wire_density.png
Scale bar: 20 µm. 14 x 20 tiles, from dark purple (low) to yellow (high), scaled to the fullest tile. Values are wire area over tile area, all layers added.
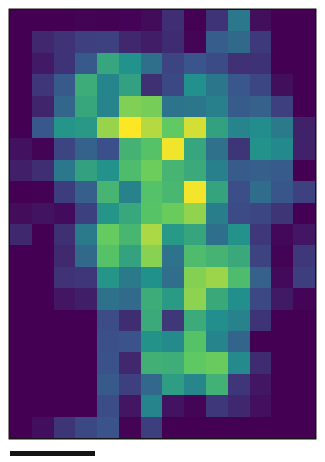
drive_strength.png
Scale bar: 20 µm.
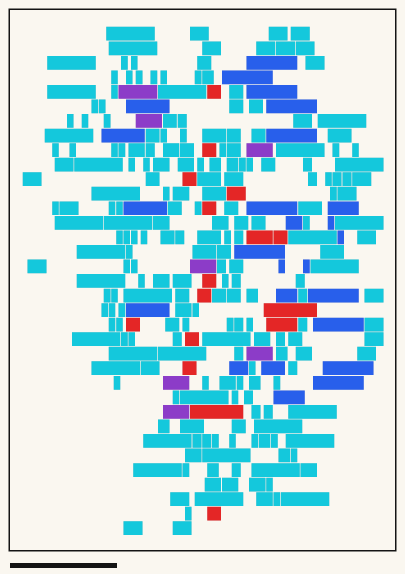
clock_map.png
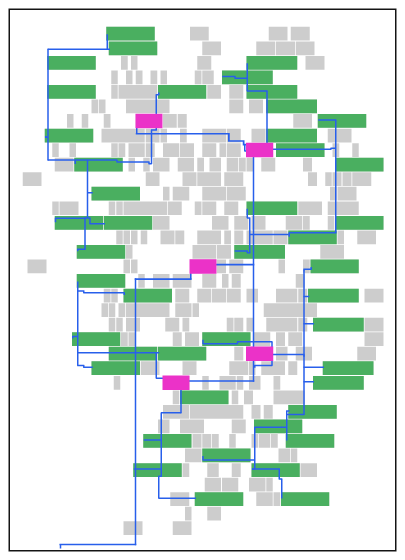
registers.png
Other sequential cells in the stronger grey, the rest of the logic in the fainter grey.
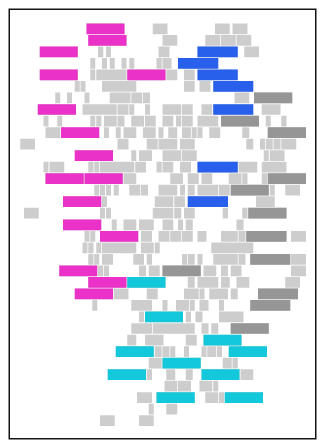
final_placement.png
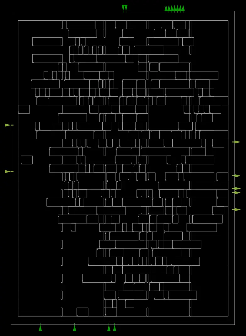
$ cat src/rtl/bday_pkg.sv
// Shared definitions for the birthday digit display: FSM states,
// active-low seven-segment patterns and the digit code width.
package bday_pkg;

    localparam int DIGIT_W = 4;
    localparam int SLOTS   = 4;

    typedef enum logic [1:0] {
        EMPTY   = 2'd0,
        FILLING = 2'd1,
        SHOWING = 2'd2
    } state_t;

    // Active-low patterns ordered {g,f,e,d,c,b,a}
    localparam logic [6:0] SEG_0     = 7'h40;
    localparam logic [6:0] SEG_1     = 7'h79;
    localparam logic [6:0] SEG_2     = 7'h24;
    localparam logic [6:0] SEG_3     = 7'h30;
    localparam logic [6:0] SEG_4     = 7'h19;
    localparam logic [6:0] SEG_5     = 7'h12;
    localparam logic [6:0] SEG_6     = 7'h02;
    localparam logic [6:0] SEG_7     = 7'h78;
    localparam logic [6:0] SEG_8     = 7'h00;
    localparam logic [6:0] SEG_9     = 7'h10;
    localparam logic [6:0] SEG_DASH  = 7'h3F;
    localparam logic [6:0] SEG_BLANK = 7'h7F;

endpackage

$ cat src/rtl/seg7_decode.sv
// Combinational digit-code to active-low seven-segment decoder.
// Codes above 9 render as a dash so bad upstream data is visible.
module seg7_decode
    import bday_pkg::*;
(
    input  logic [DIGIT_W-1:0] i_code,
    output logic [6:0]         o_seg
);

    always_comb begin
        o_seg = SEG_DASH;
        case (i_code)
            4'd0:    o_seg = SEG_0;
            4'd1:    o_seg = SEG_1;
            4'd2:    o_seg = SEG_2;
            4'd3:    o_seg = SEG_3;
            4'd4:    o_seg = SEG_4;
            4'd5:    o_seg = SEG_5;
            4'd6:    o_seg = SEG_6;
            4'd7:    o_seg = SEG_7;
            4'd8:    o_seg = SEG_8;
            4'd9:    o_seg = SEG_9;
            default: o_seg = SEG_DASH;
        endcase
    end

endmodule

$ cat src/rtl/bday_display.sv
// Four-digit multiplexed display for the birthday sequence: captures digits
// into a shift buffer and scans the filled slots onto the anodes.
module bday_display
    import bday_pkg::*;
#(
    parameter int REFRESH_DIV = 1000
)
(
    input  logic               clk,
    input  logic               reset,
    input  logic [DIGIT_W-1:0] digit,
    input  logic               digit_valid,
    input  logic               hold,
    output logic [6:0]         seg,
    output logic [3:0]         an,
    output logic               full
);

    localparam int SCAN_W = (REFRESH_DIV > 2) ? $clog2(REFRESH_DIV) : 1;
    localparam logic [SCAN_W-1:0] SCAN_LAST = SCAN_W'(REFRESH_DIV - 1);

    state_t             r_state;
    state_t             w_state_next;
    logic [DIGIT_W-1:0] r_buf [SLOTS];
    logic [DIGIT_W-1:0] w_buf_next [SLOTS];
    logic [2:0]         r_cnt;
    logic [2:0]         w_cnt_next;
    logic [SCAN_W-1:0]  r_scan;
    logic [SCAN_W-1:0]  w_scan_next;
    logic [1:0]         r_slot;
    logic [1:0]         w_slot_next;
    logic               w_capture;

    logic [6:0]         r_seg;
    logic [3:0]         r_an;
    logic               r_full;
    logic [6:0]         w_seg_next;
    logic [3:0]         w_an_next;
    logic               w_full_next;
    logic [DIGIT_W-1:0] w_dec_code;
    logic [6:0]         w_dec_seg;

    assign w_capture = digit_valid && !hold;

    always_comb begin
        w_state_next = r_state;
        w_cnt_next   = r_cnt;
        w_scan_next  = r_scan + 1'b1;
        w_slot_next  = r_slot;
        for (int i = 0; i < SLOTS; i++) begin
            w_buf_next[i] = r_buf[i];
        end

        if (w_capture) begin
            w_buf_next[0] = digit;
            for (int i = 1; i < SLOTS; i++) begin
                w_buf_next[i] = r_buf[i-1];
            end
            if (r_cnt != 3'd4) begin
                w_cnt_next = r_cnt + 3'd1;
            end
        end

        if (r_scan == SCAN_LAST) begin
            w_scan_next = '0;
            w_slot_next = r_slot + 2'd1;
        end

        case (r_state)
            EMPTY:   if (w_capture) w_state_next = FILLING;
            FILLING: if (w_capture && r_cnt == 3'd3) w_state_next = SHOWING;
            SHOWING: w_state_next = SHOWING;
            default: w_state_next = EMPTY;
        endcase
    end

    // Outputs are built from next-state values so a shift and a slot advance
    // on the same edge are shown together, with seg and an in lockstep.
    assign w_dec_code = w_buf_next[w_slot_next];

    seg7_decode u_decode (
        .i_code (w_dec_code),
        .o_seg  (w_dec_seg)
    );

    always_comb begin
        w_an_next   = 4'b1111;
        w_seg_next  = SEG_BLANK;
        w_full_next = (w_state_next == SHOWING);
        if ({1'b0, w_slot_next} < w_cnt_next) begin
            w_an_next[w_slot_next] = 1'b0;
            w_seg_next             = w_dec_seg;
        end
    end

    always_ff @(posedge clk or posedge reset) begin
        if (reset) begin
            r_state <= EMPTY;
            r_cnt   <= '0;
            r_scan  <= '0;
            r_slot  <= '0;
            r_seg   <= SEG_BLANK;
            r_an    <= 4'b1111;
            r_full  <= 1'b0;
            for (int i = 0; i < SLOTS; i++) begin
                r_buf[i] <= '0;
            end
        end else begin
            r_state <= w_state_next;
            r_cnt   <= w_cnt_next;
            r_scan  <= w_scan_next;
            r_slot  <= w_slot_next;
            r_seg   <= w_seg_next;
            r_an    <= w_an_next;
            r_full  <= w_full_next;
            for (int i = 0; i < SLOTS; i++) begin
                r_buf[i] <= w_buf_next[i];
            end
        end
    end

    assign seg  = r_seg;
    assign an   = r_an;
    assign full = r_full;

endmodule

$ cat config.mk
export PLATFORM = sky130hd
export DESIGN_NAME = bday_display
export DESIGN_NICKNAME = d
export VERILOG_FILES = /design/src/rtl/bday_pkg.sv /design/src/rtl/seg7_decode.sv /design/src/rtl/bday_display.sv
export SDC_FILE = /design/constraint.sdc
export NUM_CORES = 1
export LEC_CHECK = 0
export CORE_AREA = 2 2 70 99
export CTS_CLUSTER_DIAMETER = 100
export CTS_CLUSTER_SIZE = 30
export DETAILED_ROUTE_END_ITERATION = 6
export DIE_AREA = 0 0 72 101
export PLACE_DENSITY = 0.63
export SETUP_SLACK_MARGIN = 0.15
export SYNTH_ARGS = -nofsm -noshare
export SYNTH_HDL_FRONTEND = slang
export SYNTH_HIERARCHICAL = 1
export SYNTH_SLANG_ARGS = --single-unit
$ cat constraint.sdc
create_clock -name clk -period 3.4 [get_ports clk]
set_input_delay 0.68 -clock clk [delete_from_list [all_inputs] [get_ports clk]]
set_output_delay 0.68 -clock clk [all_outputs]
set_load 0.05 [all_outputs]
==> results_dict.tcl <==
# yosys + openroad results
set metrics [dict create \
    crit_type "in2reg" \
    first_pass_iters 4 \
    clk_pin_slew_ns 0.08 \
    cts.sinks 45 \
    dr_wl_met3_um 91 \
    gr-total-overflow 0 \
    power_switching_uw 633 \
    drtAntennaViolNets 0 \
    synth_warnings 6 \
    yosysSeqAreaShare_pct 46.0 \
    status "finished clean" \
    synth_cell_types 49 \
    period_minus_slack_ns 2.99 \
    antenna_found_initial 0 \
    ys_sh_aoi_pct 14.7 \
    place_congestion 0.865 \
    chipArea_um2 7270 \
    remaining_drc_errors 0 \
    ys_sh_xor_pct 4.14 \
    syn_avg_cell_area_um2 10.2 \
    async_reset_ff_share_pct 100 \
    slew_headroom_pct 43.4 \
    simple_gate_area_share_pct 18.7 \
    final_nets 285 \
    htree_levels 2 \
    maxCapViolCount 0 \
    cts_buffers 5 \
    pwr-share-comb_pct 38.3 \
    vias_per_cell 5.24 \
    die_y_um 101 \
    arrival_ns 3.21 \
    p_per_area_nw_per_um2 598 \
    grt_max_degree 25 \
]
About wire_density.png:
tiles over half the peak: 24%
densest ninth of the die: centre
emptiest ninth of the die: lower left
fullest tile: 0.37
GRT Util Overall: 15.0%
Routed WL per cell: 14.0 µm

About drive_strength.png:
[red] drive 3 to 4 | cells: 16 | share: 5.9% | most used: buf_4
[cyan] drive 1 or less | cells: 221 | share: 82% | most used: nand2_1
[purple] drive 6 and up | cells: 7 | share: 2.6% | most used: clkbuf_8
[blue] drive 2 | cells: 25 | share: 9.3% | most used: dfstp_2
min setup slack post-route: 0.413 ns
Buffers, non-clock: 31
Area growth syn-to-layout: 16.0%
final instance area: 2880 µm²

About clock_map.png:
[green] flip-flops | count: 45
[magenta] cells driving clock nets | count: 5
[blue] clock wires | length: 575 µm
flops lie: all over the die
Clock Power Share: 19.6%
Worst Clk Skew: 0.00935 ns

About registers.png:
[magenta] r_buf | flops: 16
[cyan] r_scan | flops: 10 | where: bottom centre
[blue] seg | flops: 7
not coloured: 12
flop share of the area: 39.6%
seq pwr: 724 µW

About final_placement.png:
core area: 6440 µm²
Final Non-Filler Cells: 343

==> cells in the mapped netlist (2+ instances only) <==
cell,instances,area share [%]
a211o_1,4,1.4
o21ai_1,4,0.81
nand3_1,10,2.0
o221ai_1,4,1.4
o31ai_1,5,1.5
nor2_1,18,2.7
inv_1,11,1.7
nand2_1,44,6.7
mux2i_1,7,2.8
mux4_2,4,3.6
xnor2_1,4,1.4
dfrtp_1,34,34
dfstp_2,11,12
and2b_1,2,0.61
ha_1,9,4.5
a31oi_1,2,0.50
and3_1,3,0.76
o21bai_1,7,2.1
a22oi_1,6,1.8
clkbuf_1,6,0.91
nand2b_1,2,0.50
xnor2_2,2,1.3
xor2_1,4,1.4
buf_2,3,0.61
nor3_1,2,0.40
o21ai_0,4,0.81
a21oi_1,4,0.81
inv_2,4,0.61
buf_6,3,1.4
==> path summary, 6_finish.rpt <==
kind / start / to / slack, ns / cells past startpoint
min reg2reg: r_buf[1] / r_buf[1] / 0.47 / 2
min in group asynchronous: reset / r_slot[1] / 0.73 / 2
max in group asynchronous: reset / seg[6] / 1.91 / 3
min: r_buf[1] / r_buf[1] / 0.47 / 2
max: hold / seg[6] / 0.41 / 11
max reg2reg: r_scan[0] / seg[4] / 0.69 / 11
==> registers in the layout, indices dropped and copies added, names as in the netlist <==
| signal | flops |
|---|---|
| an | 4 |
| full | 1 |
| r_buf | 16 |
| r_cnt | 3 |
| r_scan | 10 |
| r_slot | 2 |
| r_state | 2 |
| seg | 7 |
==> power by group through the flow <==
| stage | Combinational (µW) | Clock (µW) | Sequential, µW |
|---|---|---|---|
| detailed placement | 667 | 0 | 738 |
| global route | 728 | 372 | 738 |
| floorplan | 328 | 0 | 890 |
| global placement | 658 | 0 | 735 |
| finish | 659 | 338 | 724 |
| CTS | 670 | 354 | 727 |
==> cell type report <==
class	instances	area, µm²	share of cell area (%)
multi-input cells	170	1200	41.9
flip-flops and latches	45	1140	39.6
repair buffers	31	293	10.2
well taps	74	92.6	3.22
clock buffers	8	90.1	3.13
inverters	15	56.3	1.96
==> logic make-up (layout without fill, tap and decap cells) <==
kind of cell,count (synthesis),count (layout)
buffers and inverters,28,54
multiplexers,11,11
AND-OR/OR-AND,47,47
XOR/XNOR,10,10
AND/OR/NAND/NOR,93,93
flip-flops,45,45
adder cells (fa/ha/maj),9,9
==> layer usage <==
metal  up-vias  GRT usage (%)
met4         0           7.84
met1       886           16.7
li1        884              -
met2        20           26.8
met5         -              0
met3         8           2.70
==> through the flow <==
step | utilization (%) | instance area, µm² | total power, µW | setup WS [ns]
global placement | 43.3 | 2790 | 1390 | 0.114
finish | 44.7 | 2880 | 1720 | 0.413
global route | 44.7 | 2880 | 1840 | 0.176
detailed placement | 43.3 | 2790 | 1400 | 0.0655
floorplan | - | 2480 | 1220 | 0.473
CTS | 44.7 | 2880 | 1750 | 0.372
==> worst max-delay path, stage by stage <==
cell and delay [ns]:
clkdlybuf4s50_1 0.41, and2b_1 0.49, buf_4 0.23, mux2i_1 0.29, nand3_1 0.11, o31ai_1 0.11
a22oi_1 0.12, buf_4 0.19, or2_1 0.22, a21oi_1 0.20, o21bai_1 0.15
No activity file was given, so power comes from the tool's default toggle rates.
